==> config.mk <==
export PLATFORM = sky130hd
export DESIGN_NAME = rx_cmd_ctrl_flat
export DESIGN_NICKNAME = d
export VERILOG_FILES = /design/src/rtl/rx_cmd_ctrl_if.sv /design/src/rtl/rx_cmd_ctrl.sv /design/src/flat_wrapper.sv
export SDC_FILE = /design/constraint.sdc
export NUM_CORES = 1
export LEC_CHECK = 0
export CAP_MARGIN = 20
export CORE_MARGIN = 8
export CORE_UTILIZATION = 51
export DETAILED_ROUTE_END_ITERATION = 10
export PLACE_DENSITY_LB_ADDON = 0.12
export SKIP_CTS_REPAIR_TIMING = 1
export SLEW_MARGIN = 20
export SYNTH_ARGS = -nofsm -noshare
export SYNTH_HDL_FRONTEND = slang
export SYNTH_SLANG_ARGS = --single-unit
==> constraint.sdc <==
create_clock -name CLK -period 2.38 [get_ports CLK]
set_clock_uncertainty 0.15 [all_clocks]
set_input_delay 0.357 -clock CLK [delete_from_list [all_inputs] [get_ports CLK]]
set_output_delay 0.357 -clock CLK [all_outputs]
set_load 0.01 [all_outputs]
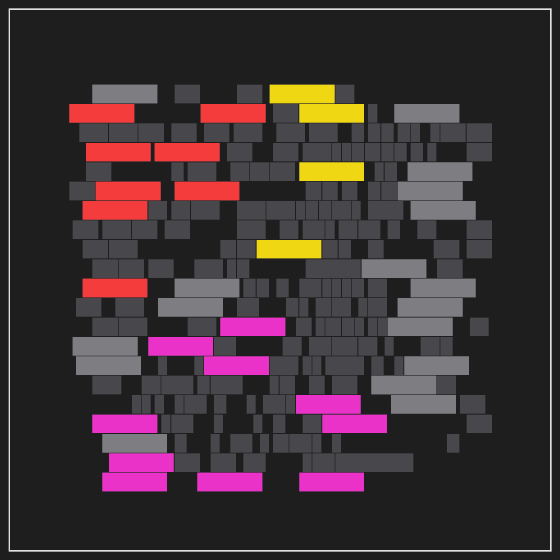
(run_1/registers.png)
Other sequential cells in the stronger gray, the rest of the logic in the fainter gray.
| signal | color | flops |
|---|---|---|
| u_core.bus.WrData | red | 8 |
| u_core.cnt_q | magenta | 10 |
| u_core.acap_q | yellow | 4 |
not colored: 17
Core Util, Final: 0.688
sequential cell area: 976 um2

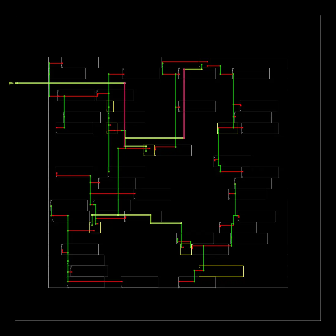
(run_1/final_clocks.png)
Power Clock: 0.458 mW
Flop Count: 39
clkbuf count: 6
CTS Buf Count: 5

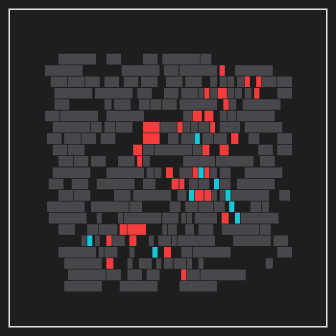
(run_1/gate_families.png)
| family | color | cells | most used |
|---|---|---|---|
| NAND gates | red | 33 | nand2_1 |
| inverters | cyan | 9 | inv_1 |
fin cells: 260
combinational share of cell area: 0.335
most numerous logic cell after layout: dfrtp_1

==> qor.yml, run 1 <==
p_leak_nw: 1.00
finalWirelength_um: 3880
first_global_vias: 1358
vias_per_cell: 5.39
holdWs_ns: -0.0564
crit_slowest_cell: "dfrtp_1"
async_flop_share: 1.00
path_buffers: 0
violations: "hold timing"
rows: 21
critPathMaxStageDelay_ns: 0.43
hp-class: "primary input to async pin"
required_ns: 2.46
finalHoldViolCount: 39
clock_sinks: 39
p_sw_frac: 0.332
drv_slew: 0
max_freq_mhz: 454
fin_crit_ns: 2.20
critPathMaxFanout: 10
outcome: "complete, but fails checks"
fin_crit_sh: 0.926
setup_tns_ns: 0
clockPowerShare: 0.175
place_area_um2: 2240
warnings: 26
synth_area_um2: 1820
adder_share: 0.00689
ant_nets: 0
vias: 1402
die_h_um: 75.7
grt_setup_unrepaired: "no"
synth_area_per_cell_um2: 10.8
vdd_drop_max_v: 0.000628
drv_cap: 0
slew_headroom: 0.444
grt_max_degree: 40
ff_type: "dfrtp_1"
critPathKind: "flip-flop to flip-flop"
top_logic_kind: "simple AND/OR/NAND/NOR gates"
ys_sh_aoi: 0.0840
wire_per_inst_um: 14.9
filler_cell_count: 276
nets: 225
yosysCellCount: 168
[run 1: Yosys cell counts (2+ instances only)]
library cell,number,area share
nor2_1,18,0.037
nand4_1,5,0.017
o21ai_0,5,0.014
and3_1,3,0.010
nand3_1,10,0.028
or3_1,2,0.0069
mux2_2,16,0.099
nand2_1,15,0.031
dfrtp_1,39,0.54
inv_1,8,0.017
nand4bb_1,2,0.012
xnor2_1,6,0.029
a21oi_1,8,0.022
clkbuf_1,2,0.0041
nor3_1,4,0.011
xor2_1,4,0.019
[run 1: metal layers]
layer  global-route usage  part of all wire
met1                0.188              0.43
met2                0.229              0.47
met3               0.0513             0.083
met4               0.0768            0.0082
met5                    0                 0
[run 1: area by class of cell]
type	instances	share of cell area
well taps	46	0.0247
repair buffers	43	0.171
clock inverters	2	0.0150
multi-input cells	115	0.335
flip-flops and latches	39	0.418
inverters	9	0.0145
clock buffers	6	0.0220
[run 1: cells by family after synthesis]
kind of cell,count (synthesis)
buf+inv,14
mux,16
xor+xnor,10
simple gates,65
flops,39
compound gates,23
fa+ha+maj,1
[run 1: through the flow]
step           instances  power (mW)  hold WS, ns
4_1_cts              259        2.65      -0.0416
5_1_grt              260        2.80     0.000962
6_report             260        2.62      -0.0564
3_3_place_gp         251        2.15        0.309
2_1_floorplan        168        1.65      -0.0886
3_5_place_dp         251        2.18        0.323
[run 1: power groups by stage]
stage	clock network, mW	logic (mW)	registers [mW]
2_1_floorplan	0	0.534	1.11
3_3_place_gp	0	1.12	1.03
3_5_place_dp	0	1.14	1.04
4_1_cts	0.480	1.15	1.02
5_1_grt	0.507	1.24	1.05
6_report	0.458	1.14	1.02
==> run 2, diff against run 1 <==
==> constraint.sdc (replaced) <==
create_clock -name CLK -period 2.38 [get_ports CLK]
set_clock_uncertainty 0.15 [all_clocks]
set_input_delay 0.238 -clock CLK [delete_from_list [all_inputs] [get_ports CLK]]
set_output_delay 0.238 -clock CLK [all_outputs]
set_load 0.01 [all_outputs]
==> qor.yml, run 2 <==
outcome: "finished clean"
synth.distinct_cells: 37
layout-drive-gt1-share: 0.193
yosysTopAreaCell: "dfrtp_1"
grt_usage: 0.149
area_growth_syn_to_layout_pct: 26.5
finalWirelength_um: 3860
fp_util: 0.536
first_global_vias: 1381
clock_latency_ns: 0.33
clock_sinks: 39
synthTopCellsByCount: "dfrtp_1, nor2_1, mux2_2"
ys_ff: 39
yosys.stat.seqShare: 0.537
ys_area_um2: 1820
reg2reg_setup_slack_ns: 0.14
ff_type: "dfrtp_1"
place_area_um2: 2230
largest_reg_flops: 10
fin_crit_ns: 2.24
grt_overflow: 0
worst_slew_pin_slew_ns: 0.812
hp-class: "flip-flop to flip-flop"
grt_setup_unrepaired: "no"
drc: 0
nets: 224
top_cell_area_share: 0.537
synth_warnings: 0
finalHoldViolCount: 0
ant_nets: 0
vias_per_cell: 5.48
fin_cells: 258
p_leak_nw: 0.982
yosysCellCount: 168
grt_first_pass_wirelength_um: 6460
most_common_cell: "dfrtp_1"
portBuffers: 32
crit_path_start_kind: "flip-flop"
postSynthCellCount: 168
worst_ep_arrival_time_ns: 2.31
wire_per_inst_um: 14.9
detailed_place_hpwl_um: 2940
edf_count: 0
vias: 1415
final_common_cell: "dfrtp_1"
setup_tns_ns: 0
pre_cts_slack_ns: 0.0132
slew_headroom: 0.458
r2r_cells: 6
fin_area_um2: 2300
clk_path_buf_depth: 2
critPathMaxStageDelay_ns: 0.53
layout_setup_ws_ns: 0.138
cts_tree: "yes"
finalPower_mw: 2.50
filler_cell_count: 262
critPathKind: "flip-flop to flip-flop"
finalSetupViolCount: 0
firstDrtPassIters: 5
synth_area_per_cell_um2: 10.8
numCtsBuffers: 5
critPathMaxFanout: 13
warnings: 26
drtIter0Drc: 151
min_path_cells: 1
max_freq_mhz: 446
topCellsByArea: "dfrtp_1, mux2_2, nor2_1"
cts-root-buf: "clkbuf_4"
p_per_area_nw_per_um2: 1090
path_clk_slew_ns: 0.10
rows: 21
async_flop_share: 1.00
lay_top_cells: "dfrtp_1, clkdlybuf4s50_1, nor2_1"
grt_max_degree: 40
antenna_found_initial: 0
drv_slew: 0
crit_slowest_cell: "or4_4"
fp_nets: 180
synth_area_um2: 1820
place_inst: 250
path_cells: "ha_2 -> nand4_2 -> or4_4 -> nand2_1 -> or3_1 -> mux2_2"
gp_congestion: 0.860
dieArea_um2: 5730
drv_cap: 0
fin_crit_sh: 0.942
required_ns: 2.45
htreeDepth: 2
antenna_cells: 0
run 2: cell types whose count changed in the layout (fill, tap and decap cells not counted):
| cell | before | now |
|---|---|---|
| dlygate4sd3_1 | 0 | 1 |
| nand2_2 | 1 | 0 |
| buf_4 | 11 | 9 |
| ha_2 | 0 | 1 |
| nand2_1 | 14 | 15 |
| bufinv_16 | 1 | 0 |
| ha_1 | 1 | 0 |
run 2: logic make-up after synthesis:
group | share of synthesized area
AOI/OAI and AO/OA | 0.0840
xor gates and xnor gates | 0.0482
adders and majority gates | 0.00689
buffers and inverters | 0.0337
DFF | 0.537
muxes | 0.0992
and+or+nand+nor | 0.191
run 2: worst max-delay path: cells and delay by family (launching register included):
kind	cells	cell delay (ns)
adders and majority gates	1	0.23
DFF	1	0.41
muxes	1	0.36
and+or+nand+nor	4	0.97
run 2: power by group:
part           switching (mW)  total [mW]  leakage, nW  internal [mW]
combinational           0.542        1.15        0.456          0.605
clock                   0.189       0.325       0.0341          0.137
sequential              0.131        1.03        0.492          0.898
run 2: cell type report:
type | count | area, um2 | share of cell area
Clock buffer | 6 | 51.3 | 0.0223
Clock inverter | 1 | 5.00 | 0.00218
Inverter | 9 | 33.8 | 0.0147
Multi-Input combinational cell | 115 | 782 | 0.340
Sequential cell | 39 | 976 | 0.425
Tap cell | 46 | 57.6 | 0.0250
Timing Repair Buffer | 42 | 393 | 0.171
run 2: per-stage QoR:
stage	util	hold WS, ns
finish	0.678	0.336
global route	0.678	0.385
CTS	0.674	-0.139
detailed placement	0.658	0.230
global placement	0.658	0.218
floorplan	-	-0.208
run 2: per-layer routing:
metal,track usage,share of wire
met1,0.194,0.44
met2,0.232,0.47
met3,0.0395,0.070
met4,0.0512,0.012
met5,0,0
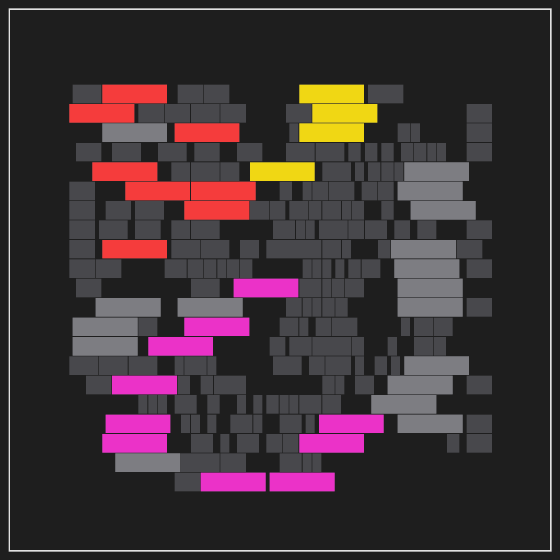
(run_2/registers.png)
Other sequential cells in the stronger gray, the rest of the logic in the fainter gray.
| signal | color | flops |
|---|---|---|
| u_core.bus.WrData | red | 8 |
| u_core.acap_q | yellow | 4 |
| u_core.cnt_q | magenta | 10 |
not colored: 17
Core Util, Final: 0.678
Seq/total area: 0.425

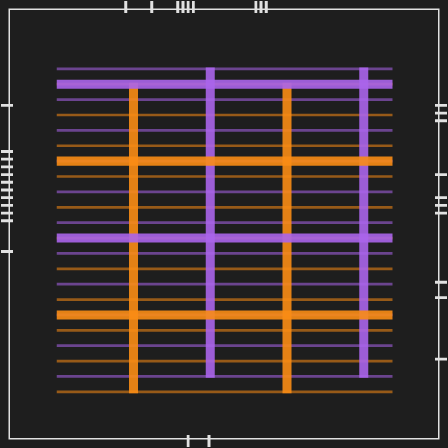
(run_2/pdn.png)
Pins as bars on the die edge.
| net | color |
|---|---|
| VSS | orange |
| VDD | purple |
met4 straps: 4
rows: 21
signal pins: 33
DIE WIDTH: 75.7 um
CORE AREA: 3390 um2
Max VDD drop: 0.000638 V
die span in y: 75.7 um

Power is estimated from default activity; no workload was simulated.
